**config.mk**
```make
export PLATFORM = sky130hd
export DESIGN_NAME = sa_wdata_order_arb
export DESIGN_NICKNAME = d
export VERILOG_FILES = /design/src/rtl/sa_wdata_order_pkg.sv /design/src/rtl/sa_wdata_order_arb_sync_fifo.sv /design/src/rtl/sa_wdata_order_arb.sv
export SDC_FILE = /design/constraint.sdc
export NUM_CORES = 1
export LEC_CHECK = 0
export ABC_AREA = 1
export CORE_ASPECT_RATIO = 1.2
export CORE_UTILIZATION = 28
export CTS_BUF_LIST = sky130_fd_sc_hd__clkbuf_4 sky130_fd_sc_hd__clkbuf_8
export DETAILED_ROUTE_END_ITERATION = 7
export PLACE_DENSITY = 0.82
export SETUP_SLACK_MARGIN = 0.05
export SYNTH_ARGS = -nofsm -noshare
export SYNTH_HDL_FRONTEND = slang
export SYNTH_SLANG_ARGS = --single-unit
```
**constraint.sdc**
```tcl
create_clock -name ACLK_i -period 1.75 [get_ports ACLK_i]
set_clock_uncertainty 0.05 [all_clocks]
set_input_delay 0.525 -clock ACLK_i [delete_from_list [all_inputs] [get_ports ACLK_i]]
set_output_delay 0.525 -clock ACLK_i [all_outputs]
set_load 0.005 [all_outputs]
```
**src/rtl/sa_wdata_order_pkg.sv**
```systemverilog
// Shared types and defaults for the slave-side W-channel order arbiter.
package sa_wdata_order_pkg;

    typedef enum logic {
        IDLE  = 1'b0,
        BURST = 1'b1
    } wst_e;

    localparam int ORD_DEPTH_DEF = 4;
    localparam int LEN_W_DEF     = 8;
    // Widest master index an order entry can carry (up to 16 masters).
    localparam int ORD_ID_W      = 4;

    typedef struct packed {
        logic [ORD_ID_W-1:0]  mst_id;
        logic [LEN_W_DEF-1:0] len;
    } ord_entry_t;

endpackage

```
**src/rtl/sa_wdata_order_arb_sync_fifo.sv**
```systemverilog
// Synchronous FIFO whose head entry comes straight from registers; data storage is not reset.
module sync_fifo #(
    parameter int WIDTH = 8,
    parameter int DEPTH = 4,
    parameter int CNT_W = $clog2(DEPTH) + 1
) (
    input  logic             clk,
    input  logic             rst_n,
    input  logic             push,
    input  logic [WIDTH-1:0] din,
    input  logic             pop,
    output logic [WIDTH-1:0] dout,
    output logic             full,
    output logic             empty,
    output logic [CNT_W-1:0] count
);

    localparam int PTR_W = $clog2(DEPTH);

    logic [WIDTH-1:0] mem [DEPTH];
    logic [PTR_W-1:0] wr_ptr;
    logic [PTR_W-1:0] rd_ptr;
    logic [CNT_W-1:0] cnt;
    logic             push_ok;
    logic             pop_ok;

    assign full    = (cnt == CNT_W'(DEPTH));
    assign empty   = (cnt == '0);
    assign count   = cnt;
    assign push_ok = push & ~full;
    assign pop_ok  = pop & ~empty;
    assign dout    = mem[rd_ptr];

    always_ff @(posedge clk) begin
        if (!rst_n) begin
            wr_ptr <= '0;
            rd_ptr <= '0;
            cnt    <= '0;
        end else begin
            if (push_ok) wr_ptr <= wr_ptr + PTR_W'(1);
            if (pop_ok)  rd_ptr <= rd_ptr + PTR_W'(1);
            case ({push_ok, pop_ok})
                2'b10:   cnt <= cnt + CNT_W'(1);
                2'b01:   cnt <= cnt - CNT_W'(1);
                default: cnt <= cnt;
            endcase
        end
    end

    always_ff @(posedge clk) begin
        if (push_ok) mem[wr_ptr] <= din;
    end

endmodule

```
**src/rtl/sa_wdata_order_arb.sv**
```systemverilog
// Grants a slave's W channel to masters in AW-acceptance order, one burst per order entry.
// Optional burst-length checking is enabled with the SA_WDATA_LEN_CHECK_EN macro.
module sa_wdata_order_arb
    import sa_wdata_order_pkg::*;
#(
    parameter int MST_AMT    = 2,
    parameter int DATA_WIDTH = 32,
    parameter int MST_ID_W   = $clog2(MST_AMT),
    parameter int ORD_DEPTH  = ORD_DEPTH_DEF,
    parameter int LEN_W      = LEN_W_DEF
) (
    input  logic                          ACLK_i,
    input  logic                          ARESETn_i,
    input  logic [MST_ID_W-1:0]           aw_grant_mst_id_i,
    input  logic [LEN_W-1:0]              aw_grant_len_i,
    input  logic                          aw_grant_valid_i,
    output logic                          aw_grant_ready_o,
    input  logic [DATA_WIDTH*MST_AMT-1:0] dsp_WDATA_i,
    input  logic [MST_AMT-1:0]            dsp_WLAST_i,
    input  logic [MST_AMT-1:0]            dsp_WVALID_i,
    input  logic [MST_AMT-1:0]            dsp_WDATA_sel_i,
    output logic [MST_AMT-1:0]            dsp_WREADY_o,
    output logic [DATA_WIDTH-1:0]         s_WDATA_o,
    output logic                          s_WLAST_o,
    output logic                          s_WVALID_o,
    input  logic                          s_WREADY_i,
    output logic                          w_len_err_o
);

    localparam int CNT_W = $clog2(ORD_DEPTH) + 1;

    wst_e                state_q, state_d;
    logic                fifo_full, fifo_empty;
    logic [CNT_W-1:0]    fifo_count;
    logic                push, pop, hv, hs;
    logic [ORD_ID_W-1:0] head_id_raw;
    logic [MST_ID_W-1:0] h;

`ifdef SA_WDATA_LEN_CHECK_EN
    localparam int ENT_W = $bits(ord_entry_t);
    ord_entry_t push_ent, head_ent;
    logic [LEN_W-1:0] beat_cnt;
    logic [LEN_W-1:0] head_len;
    logic             len_err_q;

    assign push_ent.mst_id = ORD_ID_W'(aw_grant_mst_id_i);
    assign push_ent.len    = LEN_W_DEF'(aw_grant_len_i);
    assign head_id_raw     = head_ent.mst_id;
    assign head_len        = LEN_W'(head_ent.len);
    assign w_len_err_o     = len_err_q;

    // Beat counter restarts on every WLAST so each burst is judged on its own.
    always_ff @(posedge ACLK_i) begin
        if (!ARESETn_i) begin
            beat_cnt  <= '0;
            len_err_q <= 1'b0;
        end else if (hs) begin
            beat_cnt <= s_WLAST_o ? '0 : beat_cnt + LEN_W'(1);
            if (( s_WLAST_o && (beat_cnt != head_len)) ||
                (!s_WLAST_o && (beat_cnt == head_len)))
                len_err_q <= 1'b1;
        end
    end
`else
    localparam int ENT_W = ORD_ID_W;
    logic [ORD_ID_W-1:0] push_ent, head_ent;
    logic                unused_len;

    assign push_ent    = ORD_ID_W'(aw_grant_mst_id_i);
    assign head_id_raw = head_ent;
    assign unused_len  = ^aw_grant_len_i;
    assign w_len_err_o = 1'b0;
`endif

    logic unused_head;
    assign unused_head = ^head_ent;

    sync_fifo #(
        .WIDTH (ENT_W),
        .DEPTH (ORD_DEPTH),
        .CNT_W (CNT_W)
    ) u_ord_fifo (
        .clk   (ACLK_i),
        .rst_n (ARESETn_i),
        .push  (push),
        .din   (push_ent),
        .pop   (pop),
        .dout  (head_ent),
        .full  (fifo_full),
        .empty (fifo_empty),
        .count (fifo_count)
    );

    assign aw_grant_ready_o = ~fifo_full;
    assign push             = aw_grant_valid_i & aw_grant_ready_o;
    assign hv               = (state_q == BURST);
    // With no valid head, the mux parks on master 0.
    assign h                = hv ? MST_ID_W'(head_id_raw) : '0;

    assign s_WDATA_o  = dsp_WDATA_i[DATA_WIDTH*h +: DATA_WIDTH];
    assign s_WLAST_o  = dsp_WLAST_i[h];
    assign s_WVALID_o = hv & dsp_WVALID_i[h] & dsp_WDATA_sel_i[h];
    assign hs         = s_WVALID_o & s_WREADY_i;
    assign pop        = hs & s_WLAST_o;

    always_comb begin
        dsp_WREADY_o = '0;
        for (int m = 0; m < MST_AMT; m++)
            dsp_WREADY_o[m] = hv & (h == MST_ID_W'(m)) & dsp_WDATA_sel_i[m] & s_WREADY_i;
    end

    always_ff @(posedge ACLK_i) begin
        if (!ARESETn_i) state_q <= IDLE;
        else            state_q <= state_d;
    end

    always_comb begin
        state_d = state_q;
        case (state_q)
            IDLE:    if (push) state_d = BURST;
            BURST:   if (pop && !push && (fifo_count == CNT_W'(1))) state_d = IDLE;
            default: state_d = IDLE;
        endcase
    end

    logic unused_empty;
    assign unused_empty = fifo_empty;

endmodule

```
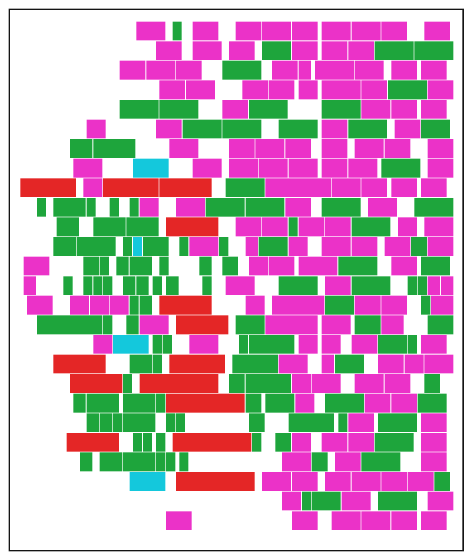
Figure 1: run 1, cells colored by class.
combinational and other logic -> green  # cells 123
sequential cells -> red  # cells 14
remaining buffers and delay cells -> magenta  # cells 144
clock drivers and dummy loads -> cyan  # cells 4
number of placement rows: 26
share of the final layout cell area in sequential cells: 0.108

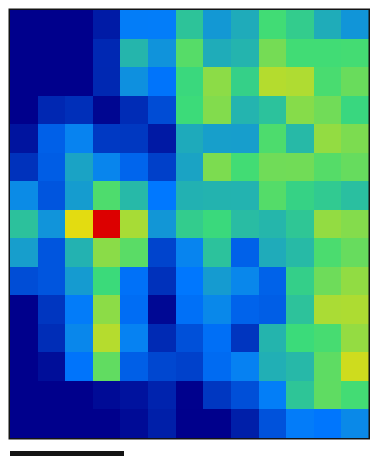
Figure 2: run 1, wire density map.
Scale bar: 20 um. 13 x 15 tiles, from dark blue (low) to red (high), scaled to the fullest tile. Values are wire area over tile area, all layers added.
nearly empty tiles = 13%
mean over tiles = 0.19
emptiest ninth of the die = top left

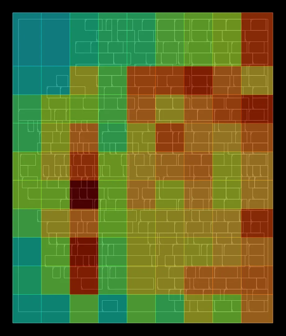
Figure 3: run 1, routing congestion.
final standard cell utilization of the core: 0.703
met2 layer usage reported by global route: 0.412

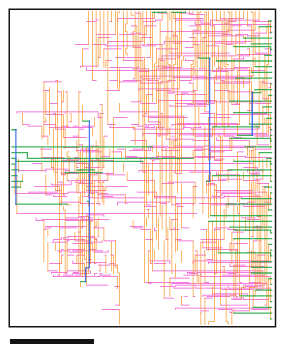
Figure 4: run 1, routed metal, one color a layer.
Scale bar: 20 um.
metal 1 -> magenta  # wire length 2,220 um
metal 4 -> blue  # wire length 96.1 um
metal 2 -> orange  # wire length 2,890 um
metal 3 -> green  # wire length 451 um

## run 1: cell type report
cell class / instances / share of cell area
clock buffers: 3 / 0.0138
inverters: 23 / 0.0297
clock inverters: 1 / 0.00125
multi-input cells: 100 / 0.337
well taps: 56 / 0.0234
repair buffers: 144 / 0.487
flip-flops and latches: 14 / 0.108
## run 1: critical path: stages (launching register included)
cell and delay, ns:
sky130_fd_sc_hd__dfxtp_2 0.34, sky130_fd_sc_hd__inv_2 0.06, sky130_fd_sc_hd__nand2_2 0.06, sky130_fd_sc_hd__nand3_4 0.07, sky130_fd_sc_hd__nand3_4 0.10, sky130_fd_sc_hd__buf_12 0.14, sky130_fd_sc_hd__buf_12 0.12, sky130_fd_sc_hd__buf_4 0.13
sky130_fd_sc_hd__mux2_4 0.29, sky130_fd_sc_hd__buf_6 0.12
## run 1: report_power, final
part | internal, mW | leakage [nW] | switching, mW
Sequential | 0.353 | 0.120 | 0.0110
Combinational | 0.471 | 1.26 | 0.248
Clock | 0.156 | 0.0231 | 0.117
## run 1: per-layer routing
metal	up-vias	wire [um]	global-route usage
met4	0	96	0.0801
met2	79	2890	0.412
met3	9	450	0.0788
met5	-	0	0
met1	710	2220	0.246
li1	756	-	-
## run 1: cells by family (layout without fill, tap and decap cells)
| logic type | Yosys count | count (layout) |
|---|---|---|
| compound gates | 15 | 15 |
| xor+xnor | 2 | 2 |
| fa+ha+maj | 9 | 9 |
| buf+inv | 28 | 171 |
| flops | 14 | 14 |
| mux | 32 | 32 |
| other cells | 1 | 1 |
| simple gates | 41 | 41 |
## run 1: what timing repair did
action / in CTS / in global routing
buffers inserted: 14 / 2
pin swaps: 11 / 16
gates resized: 209 / 37
gates cloned: 2 / 1
setup endpoints to repair: 40 / 45
==> impl_metrics.xml, run 1 <==
<?xml version="1.0" encoding="UTF-8"?>
<metrics>
  <group name="synthesis">
    <metric name="synth_area" unit="um2">1240</metric>
    <metric name="ys_chip_area" unit="um2">1240</metric>
    <metric name="top_cell_area_share" unit="">0.290</metric>
    <metric name="post_synth_mux_area_share" unit="">0.290</metric>
    <metric name="synth.lib_cells_used.distinct" unit="">21</metric>
    <metric name="synth-cells-yosys" unit="">142</metric>
    <metric name="and_or_nand_nor_area_frac" unit="">0.184</metric>
    <metric name="ys_async_sr_fraction" unit="">0</metric>
    <metric name="syn-instance-count" unit="">142</metric>
    <metric name="ys_top_cells_by_area" unit="">sky130_fd_sc_hd__mux2_2 (29%), sky130_fd_sc_hd__dfxtp_1 (16%), sky130_fd_sc_hd__edfxtp_1 (9.7%)</metric>
    <metric name="sequential_fraction_of_the_synthesis_area" unit="">0.258</metric>
    <metric name="post_synth_tally_of_flip_flops_with_integrated_enable" unit="">4</metric>
  </group>
  <group name="pwr">
    <metric name="ir_drop" unit="uV">362</metric>
    <metric name="leakagePower" unit="nW">1.40</metric>
    <metric name="pwr_density_cell" unit="nW/um2">452</metric>
    <metric name="power.total" unit="mW">1.35</metric>
  </group>
  <group name="die">
    <metric name="die-height" unit="um">75.0</metric>
    <metric name="fp.coreArea" unit="um2">4260</metric>
    <metric name="die_area" unit="um2">4710</metric>
  </group>
  <group name="placement">
    <metric name="total_instance_count_after_detailed_placement" unit="">323</metric>
    <metric name="routabilityCongestion" unit="">0.793</metric>
    <metric name="dp_worst_setup_slack" unit="ns">-0.726</metric>
  </group>
  <group name="critical_path">
    <metric name="worstPathMaxFanout" unit="">5</metric>
    <metric name="timing.reg2reg.setup_slack" unit="ns">-0.48</metric>
    <metric name="critical_path.endpoint" unit="">s_WDATA_o[23]</metric>
    <metric name="endpoint_of_the_lowest_slack_register_to_register_path" unit="">u_ord_fifo.count[2]</metric>
  </group>
  <group name="status">
    <metric name="violations" unit="">negative setup slack</metric>
    <metric name="outcome" unit="">finished, violations left</metric>
  </group>
  <group name="route">
    <metric name="drt_wl_total" unit="um">5660</metric>
    <metric name="routed_wire_length_per_instance" unit="um">16.6</metric>
    <metric name="detail-route-antenna-nets" unit="">0</metric>
    <metric name="dr.first_iter.drc_count" unit="">56</metric>
  </group>
  <group name="global_route">
    <metric name="gr-total-overflow" unit="">0</metric>
  </group>
  <group name="sta">
    <metric name="finalCritPeriodShare" unit="">1.30</metric>
    <metric name="final_period_minus_worst_setup_slack" unit="ns">2.27</metric>
    <metric name="setup-violations-final" unit="">43</metric>
    <metric name="final.setup.tns" unit="ns">-17.52</metric>
    <metric name="timing.final.ws_setup" unit="ns">-0.522</metric>
  </group>
  <group name="final_layout">
    <metric name="final_design_area_no_fill" unit="um2">3000</metric>
    <metric name="layout-drive-gt1-share" unit="">0.488</metric>
    <metric name="mi_logic_area" unit="um2">1010</metric>
    <metric name="nNetsFinal" unit="">378</metric>
  </group>
  <group name="clock_network">
    <metric name="cts_max_level" unit="">1</metric>
    <metric name="cts-root-buf" unit="">sky130_fd_sc_hd__clkbuf_8</metric>
    <metric name="cts_made_buffers" unit="">3</metric>
    <metric name="numClockSinks" unit="">14</metric>
  </group>
  <group name="flow_run">
    <metric name="stage_log_warnings" unit="">43</metric>
    <metric name="timing.max_cap.violations" unit="">0</metric>
  </group>
  <group name="hold_path">
    <metric name="hold_path.class" unit="">reg -&gt; reg</metric>
    <metric name="min_from" unit="">u_ord_fifo.wr_ptr[1]</metric>
  </group>
</metrics>
Figure 5. Where the registers sit (run 1).
Scale bar: 20 um. Other sequential cells in the stronger gray, the rest of the logic in the fainter gray.
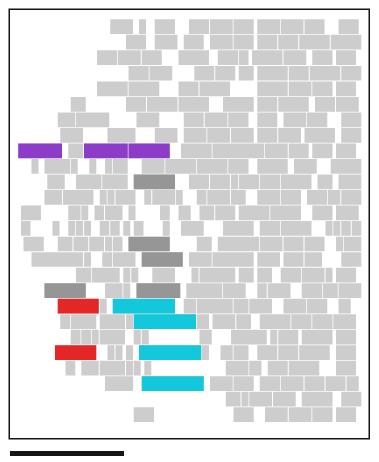

## Run 2: what changed since run 1
Settings changed: CAP_MARGIN from default to 20, CORE_UTILIZATION 28 to 32, CTS_BUF_LIST sky130_fd_sc_hd__clkbuf_4 sky130_fd_sc_hd__clkbuf_8 to sky130_fd_sc_hd__clkbuf_8, PLACE_DENSITY 0.82 to 0.81, SYNTH_HIERARCHICAL from default to 1.
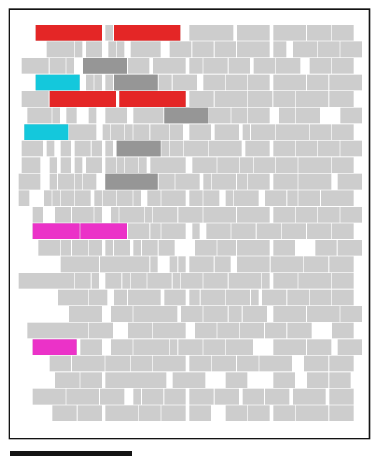
Figure 6: run 2, where the registers sit.
Scale bar: 20 um. Other sequential cells in the stronger gray, the rest of the logic in the fainter gray.
u_ord_fifo/count -> magenta  # sequential cells 3
u_ord_fifo/mem -> red  # sequential cells 4
u_ord_fifo/wr_ptr -> cyan  # sequential cells 2

==> impl_metrics.xml, run 2 <==
<?xml version="1.0" encoding="UTF-8"?>
<metrics>
  <group name="final_layout">
    <metric name="layout.core_utilization" unit="">0.878</metric>
    <metric name="nNetsFinal" unit="">396</metric>
    <metric name="layout-drive-gt1-share" unit="">0.539</metric>
    <metric name="final_design_area_no_fill" unit="um2">3240</metric>
  </group>
  <group name="die">
    <metric name="fp.coreArea" unit="um2">3690</metric>
    <metric name="floorplan.rows" unit="">24</metric>
    <metric name="die-height" unit="um">70.4</metric>
    <metric name="die_area" unit="um2">4150</metric>
  </group>
  <group name="critical_path">
    <metric name="worstPathMaxFanout" unit="">4</metric>
    <metric name="most_frequent_cell_on_critical_path" unit="">sky130_fd_sc_hd__buf_6</metric>
    <metric name="timing.reg2reg.setup_slack" unit="ns">-0.90</metric>
    <metric name="worstPathBufferInverterCount" unit="">8</metric>
  </group>
  <group name="sta">
    <metric name="final.setup.tns" unit="ns">-28.78</metric>
    <metric name="timing.final.ws_setup" unit="ns">-0.904</metric>
    <metric name="setup-violations-final" unit="">45</metric>
    <metric name="finalCritPeriodShare" unit="">1.52</metric>
  </group>
  <group name="pwr">
    <metric name="clock_power_share" unit="">0.193</metric>
    <metric name="ir_drop" unit="uV">450</metric>
    <metric name="switching_share" unit="">0.310</metric>
    <metric name="share_seq_of_total_power" unit="">0.248</metric>
    <metric name="power_report.internal_total" unit="mW">1.04</metric>
  </group>
  <group name="status">
    <metric name="violations" unit="">negative setup slack</metric>
    <metric name="outcome" unit="">finished, violations left</metric>
  </group>
  <group name="flow_run">
    <metric name="timing.max_cap.violations" unit="">0</metric>
    <metric name="stage_log_warnings" unit="">40</metric>
  </group>
  <group name="clock_network">
    <metric name="cts_max_level" unit="">1</metric>
    <metric name="numClockSinks" unit="">14</metric>
  </group>
  <group name="placement">
    <metric name="dp_worst_setup_slack" unit="ns">-0.900</metric>
    <metric name="routabilityCongestion" unit="">0.860</metric>
  </group>
  <group name="global_route">
    <metric name="gr-total-overflow" unit="">0</metric>
  </group>
</metrics>
[run 2: worst max-delay path by stage]
stage | cells after the start | end | from
floorplan | 20 | u_ord_fifo/count[2] | flip-flop
global placement | 16 | u_ord_fifo/count[2] | dsp_WDATA_sel_i[1]
detailed placement | 16 | u_ord_fifo/count[2] | dsp_WDATA_sel_i[1]
CTS | 17 | u_ord_fifo/count[2] | u_ord_fifo/mem[2][0]
global route | 18 | u_ord_fifo/count[2] | flip-flop
finish | 13 | s_WVALID_o | flip-flop
[run 2: final cells by class]
cell class / count / area share
Clock buffer: 3 / 0.0127
Timing Repair Buffer: 159 / 0.514
Clock inverter: 1 / 0.00116
Multi-Input combinational cell: 102 / 0.319
Sequential cell: 14 / 0.101
Tap cell: 52 / 0.0201
Inverter: 27 / 0.0328
[run 2: power groups by stage]
stage               Combinational (mW)  Sequential, mW  Clock, mW
global route                     0.868           0.374      0.299
detailed placement               0.569           0.376          0
finish                           0.843           0.373      0.290
global placement                 0.562           0.375          0
floorplan                        0.210           0.369          0
CTS                              0.725           0.369      0.284
[run 2: metal layers]
| metal | GRT usage | vias up | share of wire |
|---|---|---|---|
| li1 | - | 794 | - |
| met1 | 0.381 | 868 | 0.36 |
| met2 | 0.573 | 155 | 0.48 |
| met3 | 0.100 | 42 | 0.10 |
| met4 | 0.106 | 0 | 0.051 |
| met5 | 0 | - | 0 |
[run 2: timing repair]
action                                  in CTS  in global routing
endpoints found under the setup margin      44                 45
gates resized                              240                 36
gates cloned                                 2                  0
buffers inserted                            25                  8
pin swaps                                   21                 13
Power figures rest on the tool's default switching activity, not on a simulated workload.
